$ cat src/rtl/mem_arbiter.sv
// mem_arbiter
//   Shares one single-port synchronous memory between the CPU (port A) and a
//   debug/loader master (port B). One access is in flight at a time; requests
//   are sampled only while idle. A simultaneous request goes to the port that
//   was not served last (round-robin). The grant pulses for one cycle, and a
//   read returns data on that port's rvalid pulse two edges after the grant.
//
//   Build option:
//     MEM_ARB_FIXED_PRIO_EN  defined   -> port A always wins a simultaneous
//                                          request (B may starve)
//                            undefined -> round-robin (default)
//
//   Ports:
//     clk, rst_n                 divided clock, asynchronous active-low reset
//     a_req/a_we/a_addr/a_data   port A request (held until a_gnt)
//     a_gnt, a_rvalid, a_rdata   port A grant pulse, read-data pulse, read data
//     b_*                        same set for port B
//     mem_we/mem_addr/mem_data   memory control, driven by the arbiter
//     mem_out                    memory read data (one cycle after address)
//     busy                       an access is in flight
module mem_arbiter #(
  parameter int ADDR_WIDTH = 6,
  parameter int DATA_WIDTH = 16
) (
  input  logic                  clk,
  input  logic                  rst_n,
  input  logic                  a_req,
  input  logic                  a_we,
  input  logic [ADDR_WIDTH-1:0] a_addr,
  input  logic [DATA_WIDTH-1:0] a_data,
  output logic                  a_gnt,
  output logic                  a_rvalid,
  output logic [DATA_WIDTH-1:0] a_rdata,
  input  logic                  b_req,
  input  logic                  b_we,
  input  logic [ADDR_WIDTH-1:0] b_addr,
  input  logic [DATA_WIDTH-1:0] b_data,
  output logic                  b_gnt,
  output logic                  b_rvalid,
  output logic [DATA_WIDTH-1:0] b_rdata,
  output logic                  mem_we,
  output logic [ADDR_WIDTH-1:0] mem_addr,
  output logic [DATA_WIDTH-1:0] mem_data,
  input  logic [DATA_WIDTH-1:0] mem_out,
  output logic                  busy
);

  typedef enum logic [1:0] {
    S_IDLE,
    S_ISSUE,
    S_RESP
  } state_t;

  typedef enum logic {
    OWN_A,
    OWN_B
  } owner_t;

  state_t                r_state;
  owner_t                r_owner;
  owner_t                r_last_owner;
  logic                  r_a_gnt;
  logic                  r_b_gnt;
  logic                  r_a_rvalid;
  logic                  r_b_rvalid;
  logic [DATA_WIDTH-1:0] r_a_rdata;
  logic [DATA_WIDTH-1:0] r_b_rdata;
  logic                  r_mem_we;
  logic [ADDR_WIDTH-1:0] r_mem_addr;
  logic [DATA_WIDTH-1:0] r_mem_data;

  logic                  w_any_req;
  logic                  w_win_b;

  // Winner selection, only consulted while idle.
  always_comb begin
    w_any_req = a_req | b_req;
`ifdef MEM_ARB_FIXED_PRIO_EN
    w_win_b   = b_req & ~a_req;
`else
    // B wins when alone, or on a tie when A was served last.
    w_win_b   = b_req & (~a_req | (r_last_owner == OWN_A));
`endif
  end

  always_ff @(posedge clk or negedge rst_n) begin
    if (!rst_n) begin
      r_state      <= S_IDLE;
      r_owner      <= OWN_A;
      r_last_owner <= OWN_B;
      r_a_gnt      <= 1'b0;
      r_b_gnt      <= 1'b0;
      r_a_rvalid   <= 1'b0;
      r_b_rvalid   <= 1'b0;
      r_a_rdata    <= '0;
      r_b_rdata    <= '0;
      r_mem_we     <= 1'b0;
      r_mem_addr   <= '0;
      r_mem_data   <= '0;
    end else begin
      // Grant and rvalid are single-cycle pulses.
      r_a_gnt    <= 1'b0;
      r_b_gnt    <= 1'b0;
      r_a_rvalid <= 1'b0;
      r_b_rvalid <= 1'b0;

      case (r_state)
        S_IDLE: begin
          if (w_any_req) begin
            if (w_win_b) begin
              r_b_gnt      <= 1'b1;
              r_mem_we     <= b_we;
              r_mem_addr   <= b_addr;
              r_mem_data   <= b_data;
              r_owner      <= OWN_B;
              r_last_owner <= OWN_B;
            end else begin
              r_a_gnt      <= 1'b1;
              r_mem_we     <= a_we;
              r_mem_addr   <= a_addr;
              r_mem_data   <= a_data;
              r_owner      <= OWN_A;
              r_last_owner <= OWN_A;
            end
            r_state <= S_ISSUE;
          end
        end

        S_ISSUE: begin
          // The memory samples mem_* at this edge; mem_we still tells us
          // whether the access in flight is a write.
          r_mem_we <= 1'b0;
          r_state  <= r_mem_we ? S_IDLE : S_RESP;
        end

        S_RESP: begin
          if (r_owner == OWN_B) begin
            r_b_rdata  <= mem_out;
            r_b_rvalid <= 1'b1;
          end else begin
            r_a_rdata  <= mem_out;
            r_a_rvalid <= 1'b1;
          end
          r_state <= S_IDLE;
        end

        default: r_state <= S_IDLE;
      endcase
    end
  end

  assign a_gnt    = r_a_gnt;
  assign b_gnt    = r_b_gnt;
  assign a_rvalid = r_a_rvalid;
  assign b_rvalid = r_b_rvalid;
  assign a_rdata  = r_a_rdata;
  assign b_rdata  = r_b_rdata;
  assign mem_we   = r_mem_we;
  assign mem_addr = r_mem_addr;
  assign mem_data = r_mem_data;
  assign busy     = (r_state != S_IDLE);

endmodule

$ cat config.mk
export PLATFORM = sky130hd
export DESIGN_NAME = mem_arbiter
export DESIGN_NICKNAME = d
export VERILOG_FILES = /design/src/rtl/mem_arbiter.sv
export SDC_FILE = /design/constraint.sdc
export NUM_CORES = 1
export LEC_CHECK = 0
export ABC_AREA = 1
export CAP_MARGIN = 25
export CELL_PAD_IN_SITES_DETAIL_PLACEMENT = 1
export CELL_PAD_IN_SITES_GLOBAL_PLACEMENT = 1
export CORE_MARGIN = 1
export CORE_UTILIZATION = 29
export DETAILED_ROUTE_END_ITERATION = 8
export PLACE_DENSITY = 0.83
export SYNTH_ARGS = -nofsm -noshare
export SYNTH_HDL_FRONTEND = slang
export SYNTH_SLANG_ARGS = --single-unit
$ cat constraint.sdc
create_clock -name clk -period 1.5 [get_ports clk]
set_clock_uncertainty 0.15 [all_clocks]
set_input_delay 0.225 -clock clk [delete_from_list [all_inputs] [get_ports clk]]
set_output_delay 0.225 -clock clk [all_outputs]
set_load 0.005 [all_outputs]
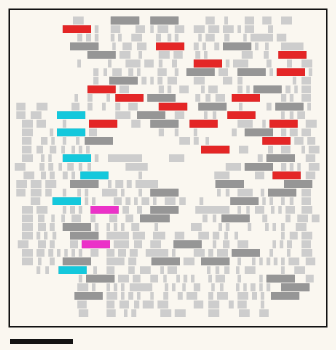
ff_map.png
Bar = 20 µm.
legend:
  r_state:
    color: magenta
    flops: 2
  b_rdata:
    color: red
    flops: 16
  mem_addr:
    color: cyan
    flops: 6
    where: left middle
not colored: 39
total area of sequential cells: 1580 µm²
Seq group: 2.94 mW
share of the final layout cell area in sequential cells: 0.351
fraction of the core area covered by cells at the end of the flow: 0.487

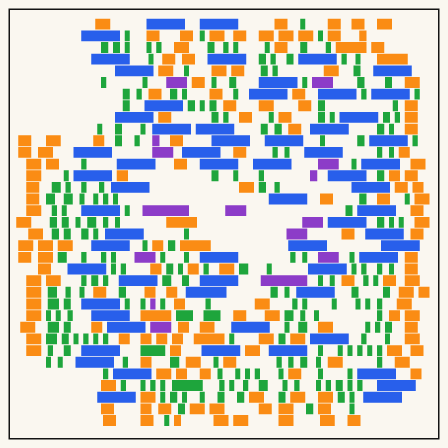
class_map.png
legend:
  registers:
    color: blue
    cells: 63
    share_of_their_area: 36%
  clock drivers and dummy loads:
    color: purple
    cells: 15
    share_of_their_area: 4.9%
  remaining buffers and delay cells:
    color: orange
    cells: 157
    share_of_their_area: 34%
  remaining logic cells:
    color: green
    cells: 240
    share_of_their_area: 24%
cell area after layout: 4500 µm²
number of rows created at floorplan: 35
core area: 9240 µm²

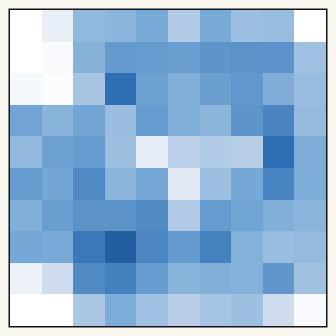
util_map.png
10 x 10 tiles, from white (low) to dark blue (high), 0 to 100% covered.
nearly empty tiles: 5.0%
emptiest ninth of the die: top left
fullest tile: 82%
mean over tiles: 44%
tiles over 75% full: 2.0%
core utilization at floorplan: 0.301

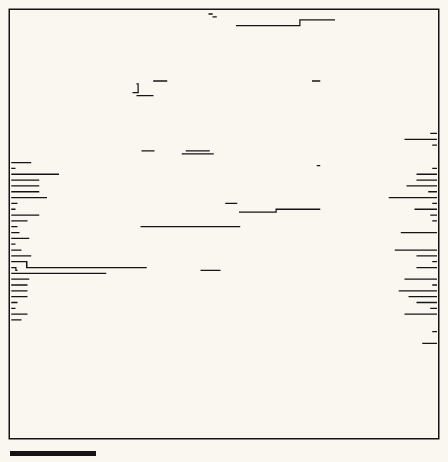
m3.png
Bar = 20 µm.
share of all routed wire: 4.3%
nets with wire on the layer: 61
main direction: horizontal
longest straight run: 27.8 µm

==> flow report <==
OUTCOME
---------------------------------------------------------------------------------------
Run status ............................................................... finished clean

YOSYS
---------------------------------------------------------------------------------------
Synth area leaders ....................................................... sky130_fd_sc_hd__dfrtp_1 (56%), sky130_fd_sc_hd__nand2_1 (18%), sky130_fd_sc_hd__o21ai_0 (5.9%), sky130_fd_sc_hd__nand3_1 (4.7%), sky130_fd_sc_hd__inv_1 (3.4%)
Net count of the mapped netlist ..........................................          386
Distinct lib cells .......................................................           20
Flops out of synthesis ...................................................           63
Share of the synthesized area in the top cell type .......................        0.559
Post-synthesis adder-cell area fraction ..................................            0
Most frequent cell after synthesis ....................................... sky130_fd_sc_hd__nand2_1
Mux share ................................................................            0
Most area-hungry cell type in the Yosys netlist .......................... sky130_fd_sc_hd__dfrtp_1
Count of warnings emitted by yosys .......................................            0
Post-synthesis instance area .............................................     2780 µm²

WORST SETUP PATH
---------------------------------------------------------------------------------------
Worst setup path end .....................................................  a_rdata[13]
Type of the worst setup path .............................................   reg -> out
Beginning of the worst register-to-register path ......................... r_state[1]$_DFFE_PN0P_
CP endpoint kind .........................................................   output pin
Cell Chain, Critical Path ................................................ dlygate4sd2_1

DRT
---------------------------------------------------------------------------------------
Top Metal Used ...........................................................         met5
Total wirelength of the detailed-routed design ...........................      8440 µm
Number of violations reported at the end of detailed-routing iteration 0 .           67
Length of routed met2 wiring .............................................      4280 µm
Detail-routed via count per cell .........................................         4.39
Routed met1 length .......................................................      3620 µm

GLOBAL ROUTE
---------------------------------------------------------------------------------------
Remaining Overflow, GRT ..................................................            0
Maximum number of pins on one net before global-route repair .............           39
Most heavily used metal layer in global routing ..........................         met2
Met3 usage in global routing .............................................       0.0313

FINAL LAYOUT
---------------------------------------------------------------------------------------
Nets .....................................................................          537
Area overhead of the layout relative to synthesis ........................        61.9%
Diode insertion count for antenna repair .................................            0
Final non-filler cell total ..............................................          604
Count of clock-net buffers in the final layout ...........................           11
Cell type taking the most area ...........................................    registers

CLOCK TREE
---------------------------------------------------------------------------------------
Post-CTS setup buffers ...................................................           11
Resized Gates After CTS ..................................................           64

STA
---------------------------------------------------------------------------------------
Post-route worst hold slack ..............................................       269 ps
Final cycle utilization of the critical path .............................        0.919
Max-slew violation count .................................................            0

PLACED DESIGN
---------------------------------------------------------------------------------------
Routability congestion estimate from global placement ....................        0.698
Dpl cells ................................................................          577
Detailed-placement wirelength estimate ...................................      6260 µm

POWER
---------------------------------------------------------------------------------------
Clk network pwr share ....................................................        0.200
Static Leak ..............................................................      2.40 nW

FLOORPLANNING
---------------------------------------------------------------------------------------
Area of the die ..........................................................     9970 µm²

No activity file was given, so power comes from the tool's default toggle rates.
